**src/rtl/xinput_reader.sv**
```systemverilog
// Memory-mapped input peripheral: synchronised slide switches, a debounced push-button
// with a sticky press flag and an 8-bit press counter, read over the data bus.
module xinput_reader #(
  parameter int unsigned DATA_W          = 32,
  parameter int unsigned DEBOUNCE_CYCLES = 50000,
  parameter int unsigned CNT_W           = 16
) (
  input  logic              clk,
  input  logic              rst,
  input  logic              sel,
  input  logic              we,
  input  logic [1:0]        addr,
  input  logic [DATA_W-1:0] data_in,
  output logic [DATA_W-1:0] data_out,
  input  logic [7:0]        Sw,
  input  logic              Btn3,
  output logic              btn_irq
);

  typedef enum logic [1:0] {
    RELEASED,
    PRESS_PEND,
    PRESSED,
    RELEASE_PEND
  } state_e;

  localparam logic [CNT_W-1:0] CNT_LAST = CNT_W'(DEBOUNCE_CYCLES - 1);
  localparam logic [CNT_W-1:0] CNT_ONE  = CNT_W'(1);

  logic [7:0]       sw_meta_q, sw_sync_q;
  logic             btn_meta_q, btn_sync_q;
  state_e           state_q, state_d;
  logic [CNT_W-1:0] cnt_q, cnt_d;
  logic             press_flag_q, press_flag_d;
  logic [7:0]       press_cnt_q, press_cnt_d;
  logic             accept;
  logic             btn_level;
  logic             rd_flag, wr_flag, wr_cnt;

  // Write data carries no information: writes are pure clear strobes.
  logic unused_data_in;
  assign unused_data_in = ^data_in;

  always_ff @(posedge clk or negedge rst) begin
    if (!rst) begin
      sw_meta_q    <= '0;
      sw_sync_q    <= '0;
      btn_meta_q   <= 1'b0;
      btn_sync_q   <= 1'b0;
      state_q      <= RELEASED;
      cnt_q        <= '0;
      press_flag_q <= 1'b0;
      press_cnt_q  <= '0;
    end else begin
      sw_meta_q    <= Sw;
      sw_sync_q    <= sw_meta_q;
      btn_meta_q   <= Btn3;
      btn_sync_q   <= btn_meta_q;
      state_q      <= state_d;
      cnt_q        <= cnt_d;
      press_flag_q <= press_flag_d;
      press_cnt_q  <= press_cnt_d;
    end
  end

  always_comb begin
    state_d = state_q;
    cnt_d   = cnt_q;
    accept  = 1'b0;
    unique case (state_q)
      RELEASED: begin
        if (btn_sync_q) begin
          state_d = PRESS_PEND;
          cnt_d   = CNT_ONE;
        end
      end
      PRESS_PEND: begin
        if (!btn_sync_q) begin
          state_d = RELEASED;
        end else if (cnt_q == CNT_LAST) begin
          state_d = PRESSED;
          accept  = 1'b1;
        end else begin
          cnt_d = cnt_q + CNT_ONE;
        end
      end
      PRESSED: begin
        if (!btn_sync_q) begin
          state_d = RELEASE_PEND;
          cnt_d   = CNT_ONE;
        end
      end
      RELEASE_PEND: begin
        if (btn_sync_q) begin
          state_d = PRESSED;
        end else if (cnt_q == CNT_LAST) begin
          state_d = RELEASED;
        end else begin
          cnt_d = cnt_q + CNT_ONE;
        end
      end
      default: begin
        state_d = RELEASED;
        cnt_d   = '0;
      end
    endcase
  end

  assign btn_irq   = accept;
  assign btn_level = (state_q == PRESSED) || (state_q == RELEASE_PEND);

  always_comb begin
    rd_flag = sel && !we && (addr == 2'd1);
    wr_flag = sel &&  we && (addr == 2'd1);
    wr_cnt  = sel &&  we && (addr == 2'd2);

    // Clears are applied first so a coinciding accept wins / counts from zero.
    press_flag_d = press_flag_q;
    if (rd_flag || wr_flag) press_flag_d = 1'b0;
    if (accept)             press_flag_d = 1'b1;

    press_cnt_d = wr_cnt ? 8'd0 : press_cnt_q;
    if (accept) press_cnt_d = press_cnt_d + 8'd1;
  end

  always_comb begin
    data_out = '0;
    if (sel) begin
      unique case (addr)
        2'd0:    data_out[7:0] = sw_sync_q;
        2'd1:    data_out[1:0] = {btn_level, press_flag_q};
        2'd2:    data_out[7:0] = press_cnt_q;
        default: data_out      = '0;
      endcase
    end
  end

endmodule

```
**config.mk**
```make
export PLATFORM = sky130hd
export DESIGN_NAME = xinput_reader
export DESIGN_NICKNAME = d
export VERILOG_FILES = /design/src/rtl/xinput_reader.sv
export SDC_FILE = /design/constraint.sdc
export NUM_CORES = 1
export LEC_CHECK = 0
export ABC_AREA = 1
export CAP_MARGIN = 20
export CORE_ASPECT_RATIO = 1.4
export CORE_MARGIN = 4
export CORE_UTILIZATION = 41
export CTS_BUF_LIST = sky130_fd_sc_hd__clkbuf_8 sky130_fd_sc_hd__clkbuf_16
export DETAILED_ROUTE_END_ITERATION = 16
export PLACE_DENSITY = 0.77
export SYNTH_ARGS = -nofsm -noshare
export SYNTH_HDL_FRONTEND = slang
export SYNTH_SLANG_ARGS = --single-unit
```
**constraint.sdc**
```tcl
create_clock -name clk -period 1.4 [get_ports clk]
set_clock_uncertainty 0.05 [all_clocks]
set_input_delay 0.21 -clock clk [delete_from_list [all_inputs] [get_ports clk]]
set_output_delay 0.21 -clock clk [all_outputs]
set_load 0.02 [all_outputs]
```
==> impl_metrics.py, run 1 <==
# Flow results
metrics = {
    "setup_path": {
        "endpoint_kind": "output port",
        "r2r_end": "press_cnt_q[6]",
        "crit_path_max_incr_delay_ns": 0.36,
    },
    "synth": {
        "postSynthSeqShare": 0.469,
        "yosysWarningCount": 0,
        "compound_area_frac": 0.0735,
        "common_cells": "nand2_1 (91), dfrtp_1 (45), nor2_1 (33)",
        "enable_flop_cells": 0,
        "top_cell_area_share": 0.469,
    },
    "layout": {
        "lay_top_count": "nand2_1",
        "buffer_area_frac": 0.239,
        "multi_input_comb_cells": 228,
        "n_antenna_cell": 0,
        "area_growth_pct": 45.7,
    },
    "hold_path": {
        "holdCritPathClass": "in2reg",
        "min_to": "sw_meta_q[6]",
    },
    "cts": {
        "htreeDepth": 2,
        "cts_tree": "done",
        "holdBufCountCts": 1,
    },
    "routing": {
        "wl_met1_microns": 2090,
        "wirelength_microns": 6180,
        "dr.pass1.iters": 4,
    },
    "status": {
        "status": "finished with violations",
        "violations": "setup timing",
    },
    "die": {
        "die_w_microns": 72.7,
        "die-area_sq_um": 7160,
        "core-area_sq_um": 5610,
    },
    "timing": {
        "fin_crit_ns": 1.74,
        "hold_viol": 0,
        "finalSetupViolations": 29,
        "max_freq_ghz": 0.574,
        "worst_slack_ns": -0.343,
    },
    "power": {
        "p_leak_nw": 1.76,
        "p_total_mw": 2.64,
        "sequentialPowerShare": 0.521,
    },
    "global_route": {
        "antenna_found_initial": 0,
        "busiest_layer": "met2",
        "grt_pass1_vias": 2417,
    },
    "place": {
        "dp_cells": 458,
    },
}
run 1: registers in the layout, summed over array words and instances (netlist names), named ones only:
register,cells
sw_sync_q,8
press_flag_q,1
btn_meta_q,1
btn_sync_q,1
press_cnt_q,8
cnt_q,16
sw_meta_q,8
state_q,1
run 1: worst max-delay path by stage:
stage | end | slack (ns) | cells after the start
floorplan | cnt_q[0] | -0.13 | 9
CTS | btn_irq | -0.36 | 8
global route | cnt_q[14] | -0.46 | 11
detailed placement | data_out[1] | -0.81 | 7
global placement | data_out[1] | -0.77 | 7
finish | btn_irq | -0.34 | 8
run 1: kinds of logic after synthesis:
logic type | Yosys count
AND/OR/NAND/NOR | 163
buffers and inverters | 60
adder cells (fa/ha/maj) | 2
other | 1
flip-flops | 45
AND-OR/OR-AND | 32
XOR/XNOR | 7
Fig. 1: run 1, where the registers sit
The bar under the picture is 20 microns long. Other sequential cells in the stronger grey, the rest of the logic in the fainter grey.
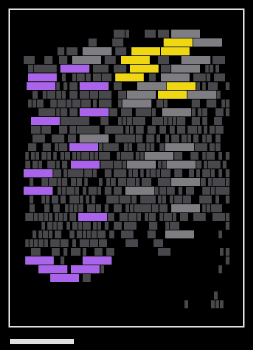
Key: yellow = sw_meta_q [sequential cells 8]; purple = cnt_q [sequential cells 16]
Another 21 sequential cells are not coloured.
Final Util: 0.624
register area: 1130 sq um
seq pwr: 1.38 mW
Seq area share: 0.322

Fig. 2: run 1, clock wiring as the flow saved it
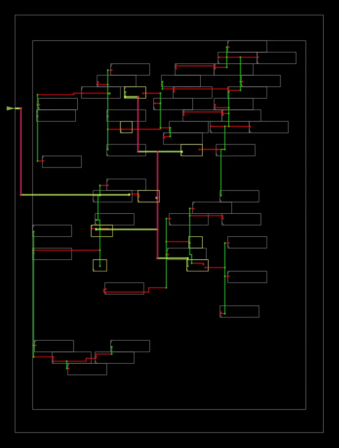
Clk power: 0.837 mW
Num CTS Buffers: 5
CLK BUF: 5
clk sinks: 45
flop count: 45

Fig. 3: run 1, sizing map
The bar under the picture is 20 microns long.
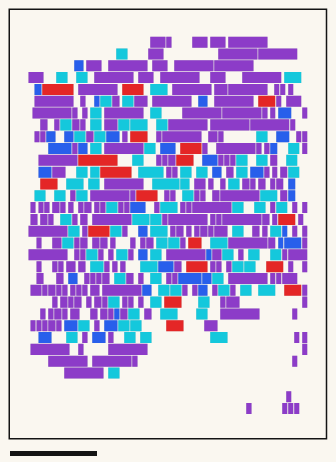
Key: red = drive 6 and up [cells 18]; cyan = drive 3 to 4 [cells 90]; purple = drive 1 or less [cells 268]; blue = drive 2 [cells 37]
final worst setup slack: -0.343 ns
fin area: 3500 sq um

==> run 2, diff against run 1 <==
--- a/config.mk
+++ b/config.mk
@@ -6,11 +6,13 @@
 export NUM_CORES = 1
 export LEC_CHECK = 0
 export ABC_AREA = 1
+export ABC_CLOCK_PERIOD_IN_PS = 1400
 export CAP_MARGIN = 20
 export CORE_ASPECT_RATIO = 1.4
 export CORE_MARGIN = 4
 export CORE_UTILIZATION = 41
 export CTS_BUF_LIST = sky130_fd_sc_hd__clkbuf_8 sky130_fd_sc_hd__clkbuf_16
+export CTS_CLUSTER_DIAMETER = 200
 export DETAILED_ROUTE_END_ITERATION = 16
 export PLACE_DENSITY = 0.77
 export SYNTH_ARGS = -nofsm -noshare
==> run 2 against run 1 <==
  * The run still ends with setup timing left
  * First-iteration DRC count did not move
  * Global-route usage did not move
  * Cell count did not move
  * Synthesized cell count did not move
  * Fmax did not move
  * Critical endpoint unchanged
  * Largest power group unchanged
==> impl_metrics.py, run 2 <==
# Flow results
metrics = {
    "status": {
        "status": "finished with violations",
        "violations": "setup timing",
    },
    "setup_path": {
        "r2r_start": "cnt_q[0]",
        "r2r_end": "press_cnt_q[6]",
        "critPathArrivalTime_ns": 1.48,
        "endpoint_kind": "output port",
        "endpoint": "btn_irq",
    },
    "power": {
        "sequentialPowerShare": 0.521,
        "ir_worst_vdd_mv": 0.699,
        "clock_power_mw": 0.837,
        "p_total_mw": 2.64,
        "p_seq_mw": 1.38,
    },
    "layout": {
        "lay_top_count": "nand2_1",
        "final_area_sq_um": 3500,
        "n_antenna_cell": 0,
        "ff_count": 45,
        "clock_area_frac": 0.0268,
        "register_area_sq_um": 1130,
        "largest_reg_flops": 16,
        "multi_input_comb_cells": 228,
        "clock_buffers": 5,
        "utilization": 0.624,
        "seq_share": 0.322,
        "buffer_area_frac": 0.239,
        "regMostFlops": "cnt_q",
    },
    "timing": {
        "finalSetupViolations": 29,
        "worst_slack_ns": -0.343,
        "drv_slew": 0,
        "fin_crit_ns": 1.74,
        "max_freq_ghz": 0.574,
        "hold_viol": 0,
    },
    "routing": {
        "wirelength_microns": 6180,
        "dr.pass1.iters": 4,
        "met3_wirelength_microns": 349,
        "ant_nets": 0,
        "wl_met1_microns": 2090,
    },
    "die": {
        "die-area_sq_um": 7160,
        "core-area_sq_um": 5610,
        "die_w_microns": 72.7,
    },
    "global_route": {
        "grt_pass1_vias": 2417,
        "globalRouteMet1Util": 0.184,
        "antenna_found_initial": 0,
        "busiest_layer": "met2",
    },
    "cts": {
        "cts_tree": "done",
        "cts_sinks": 45,
        "numCtsBuffers": 5,
        "htreeDepth": 2,
    },
    "hold_path": {
        "holdCritPathClass": "in2reg",
        "worstHoldStart": "Sw[6]",
        "min_to": "sw_meta_q[6]",
    },
    "synth": {
        "area_leaders": "dfrtp_1 (47%), nand2_1 (14%), buf_4 (7.5%), nor2_1 (5.2%), inv_1 (5.0%)",
        "enable_flop_cells": 0,
        "yosysWarningCount": 0,
        "common_cells": "nand2_1 (91), dfrtp_1 (45), nor2_1 (33)",
        "postSynthSeqShare": 0.469,
    },
    "place": {
        "dp_cells": 458,
    },
}
-- run 2: critical path: stages, from the launching register on --
cell and delay [ns]:
dfrtp_1 0.36, ha_2 0.20, nand2_2 0.06, inv_2 0.08, nand2_4 0.06, nor2_2 0.12
nand2_2 0.08, nor2_4 0.09, buf_6 0.12
-- run 2: logic make-up after synthesis --
logic type,after synthesis,synth area share
adders and majority gates,2,0.0104
xor gates and xnor gates,7,0.0255
and+or+nand+nor,163,0.285
AOI/OAI and AO/OA,32,0.0735
DFF,45,0.469
buffers and inverters,60,0.135
other,1,0.00156
-- run 2: what timing repair did --
action / CTS / global route
pin swaps: 14 / 19
setup endpoints to repair: 36 / 36
endpoints found under the hold margin: 45 / 0
resized: 79 / 39
setup buffers: 11 / 5
cloned: 1 / 0
hold buffers: 1 / 0
Fig. 4: run 2, clock wiring as the flow saved it
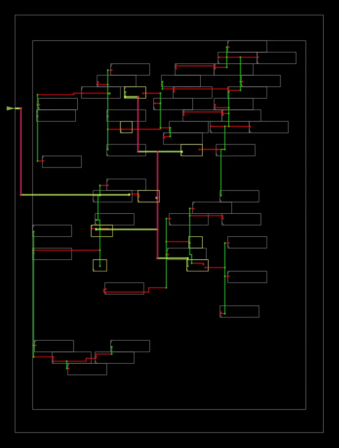
clock insertion delay at the later pin of the skew report: 0.30 ns

Fig. 5: run 2, where the registers sit
The bar under the picture is 20 microns long. Other sequential cells in the stronger grey, the rest of the logic in the fainter grey.
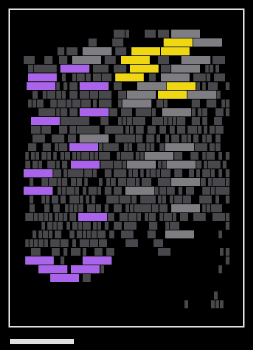
Key: yellow = sw_meta_q [sequential cells 8]; purple = cnt_q [sequential cells 16]
Another 21 sequential cells are not coloured.

==> run 3, diff against run 2 <==
--- a/config.mk
+++ b/config.mk
@@ -6,15 +6,16 @@
 export NUM_CORES = 1
 export LEC_CHECK = 0
 export ABC_AREA = 1
-export ABC_CLOCK_PERIOD_IN_PS = 1400
+export ABC_CLOCK_PERIOD_IN_PS = 1800
 export CAP_MARGIN = 20
 export CORE_ASPECT_RATIO = 1.4
 export CORE_MARGIN = 4
-export CORE_UTILIZATION = 41
+export CORE_UTILIZATION = 45
 export CTS_BUF_LIST = sky130_fd_sc_hd__clkbuf_8 sky130_fd_sc_hd__clkbuf_16
 export CTS_CLUSTER_DIAMETER = 200
 export DETAILED_ROUTE_END_ITERATION = 16
-export PLACE_DENSITY = 0.77
+export PLACE_DENSITY = 0.8
+export RECOVER_POWER = 50
 export SYNTH_ARGS = -nofsm -noshare
 export SYNTH_HDL_FRONTEND = slang
 export SYNTH_SLANG_ARGS = --single-unit
==> constraint.sdc (replaced) <==
create_clock -name clk -period 1.8 [get_ports clk]
set_clock_uncertainty 0.05 [all_clocks]
set_input_delay 0.27 -clock clk [delete_from_list [all_inputs] [get_ports clk]]
set_output_delay 0.27 -clock clk [all_outputs]
set_load 0.02 [all_outputs]
==> run 3 against run 2 <==
  * The flow now finishes without violations
  * Hold slack gained 0.020 ns
  * Synthesized cell count is the same
  * Cell count shrank 5.8%
  * Sequential share of layout area grew 4.1 points
  * Non-clock buffer count shrank 26
  * Global-route usage shrank 0.87 points
  * Register-to-register slack gained 0.36 ns
  * Die area shrank 8.1%
  * Sequential power shrank 22%
  * Highest routed layer unchanged
==> impl_metrics.py, run 3 <==
# Flow results
metrics = {
    "status": {
        "status": "complete, no violations",
    },
    "synth": {
        "enable_flop_cells": 0,
        "ys.flops": 45,
        "postSynthSeqShare": 0.469,
        "yosysWarningCount": 0,
        "synth-xor-area-share": 0.0255,
        "area_leaders": "dfrtp_1 (47%), nand2_1 (14%), buf_4 (7.5%), nor2_1 (5.2%), inv_1 (5.0%)",
        "compound_area_frac": 0.0735,
        "synth_cells": 310,
        "synth-adder-area-share": 0.0104,
        "common_cells": "nand2_1 (91), dfrtp_1 (45), nor2_1 (33)",
        "netlist_logic_family_top": "simple AND/OR/NAND/NOR gates",
        "ys_sh_mux": 0,
        "synth-simple-area-share": 0.285,
    },
    "global_route": {
        "gr-total-overflow": 0,
        "antenna_found_initial": 0,
        "grt_pass1_vias": 2093,
        "globalRouteMet1Util": 0.174,
        "busiest_layer": "met2",
    },
    "layout": {
        "inverters": 34,
        "ff_count": 45,
        "signal_buffers": 72,
        "clock_buffers": 5,
        "n_antenna_cell": 0,
        "multi_input_comb_cells": 228,
        "buffer_area_frac": 0.187,
        "largest_reg_flops": 16,
        "regMostFlops": "cnt_q",
        "fin_cells": 453,
        "drive_gt1_frac": 0.235,
        "utilization": 0.601,
        "clock_area_frac": 0.0303,
        "area_growth_pct": 29.2,
        "lay_top_count": "nand2_1",
        "seq_share": 0.363,
        "register_area_sq_um": 1130,
    },
    "place": {
        "portBuffers": 23,
        "dp_cells": 436,
    },
    "power": {
        "ir_worst_vdd_mv": 0.420,
        "powerDensity_nw_per_um2": 641,
        "p_leak_nw": 1.55,
        "power_frac_comb": 0.139,
        "sequentialPowerShare": 0.538,
        "p_seq_mw": 1.07,
    },
    "hold_path": {
        "worstHoldStart": "sw_meta_q[3]",
        "holdCritPathClass": "reg2reg",
        "min_to": "sw_sync_q[3]",
    },
    "setup_path": {
        "r2r_end": "cnt_q[12]",
        "critPathSlowestCell": "dfrtp_1",
        "path_max_fanout": 2,
        "cp-start-kind": "flip-flop",
        "endpoint_kind": "output port",
        "cp-startpoint": "cnt_q[1]",
        "path_depth": 8,
        "worstPathCellList": "ha_2 -> nand2_2 -> inv_2 -> nand2_2 -> nor2_1 -> nand2_1 -> nor2_2 -> buf_6",
        "worst-path-buf-inv": 2,
        "crit_top_cell": "nand2_2",
        "critPathTopFamily": "simple AND/OR/NAND/NOR gates",
        "endpoint": "btn_irq",
        "r2r_start": "cnt_q[1]",
        "crit_path_max_incr_delay_ns": 0.36,
        "critPathArrivalTime_ns": 1.47,
    },
    "cts": {
        "cts_sinks": 45,
        "numCtsBuffers": 5,
        "postCtsSetupBuffers": 5,
        "post_cts_resize_count": 46,
        "clock.latency.late_pin_ns": 0.30,
        "holdBufCountCts": 1,
        "cts_tree": "done",
        "htreeDepth": 2,
    },
    "timing": {
        "finalSetupViolations": 0,
        "fin_crit_ns": 1.79,
        "hold_viol": 0,
        "drv_slew": 0,
        "max_freq_ghz": 0.560,
    },
    "die": {
        "die-area_sq_um": 6580,
        "taps": 66,
        "io_pins": 80,
        "core-area_sq_um": 5160,
        "die_w_microns": 69.7,
    },
    "routing": {
        "wl_met1_microns": 1960,
        "met2_length_microns": 3090,
        "met3_wirelength_microns": 285,
        "dr.pass1.iters": 5,
        "ant_nets": 0,
        "wirelength_microns": 5460,
    },
    "job": {
        "log.warning_count": 60,
    },
}
-- run 3: netlist changes by cell type in the layout (fill, tap and decap cells not counted), moves of 7 or more --
cell / before / now
o21ai_0: 6 / 13
nand2_1: 82 / 89
clkdlybuf4s50_1: 10 / 1
buf_4: 70 / 46
o21ai_2: 7 / 0
buf_6: 8 / 1
dlygate4sd3_1: 1 / 10
-- run 3: metrics by stage --
stage          TNS (ns)  hold slack [ns]  setup slack (ns)  total power, mW  instance area [sq um]
2_1_floorplan         0          -0.0756             0.232             1.25                   2490
3_3_place_gp      -4.67            0.232            -0.373             1.34                   2920
6_report              0            0.305            0.0145             1.99                   3100
4_1_cts         -0.0487            0.307           -0.0487             2.00                   3050
5_1_grt          -0.409            0.320           -0.0766             2.09                   3100
3_5_place_dp      -5.60            0.231            -0.464             1.35                   2920
Fig. 6: run 3, zoomed window
Window x 37 to 67, y 9 to 39 microns. Cells in grey, sequential cells in the stronger grey; small squares are vias.
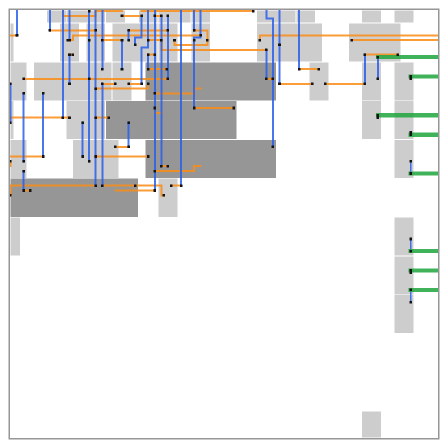
Key: blue = met2; green = met3; orange = met1
Sequential cells in the window: 4. 28 logic cells have their middle in the window. Netlist names of flops here include press_cnt_q (3), press_flag_q (1). Most frequent: conb_1 (9), nand2_1 (5), dfrtp_1 (4).

Fig. 7: run 3, clock wiring as the flow saved it
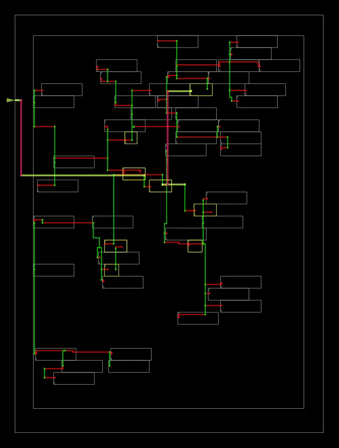
Clk power: 0.641 mW

No activity file was given, so power comes from the tool's default toggle rates.
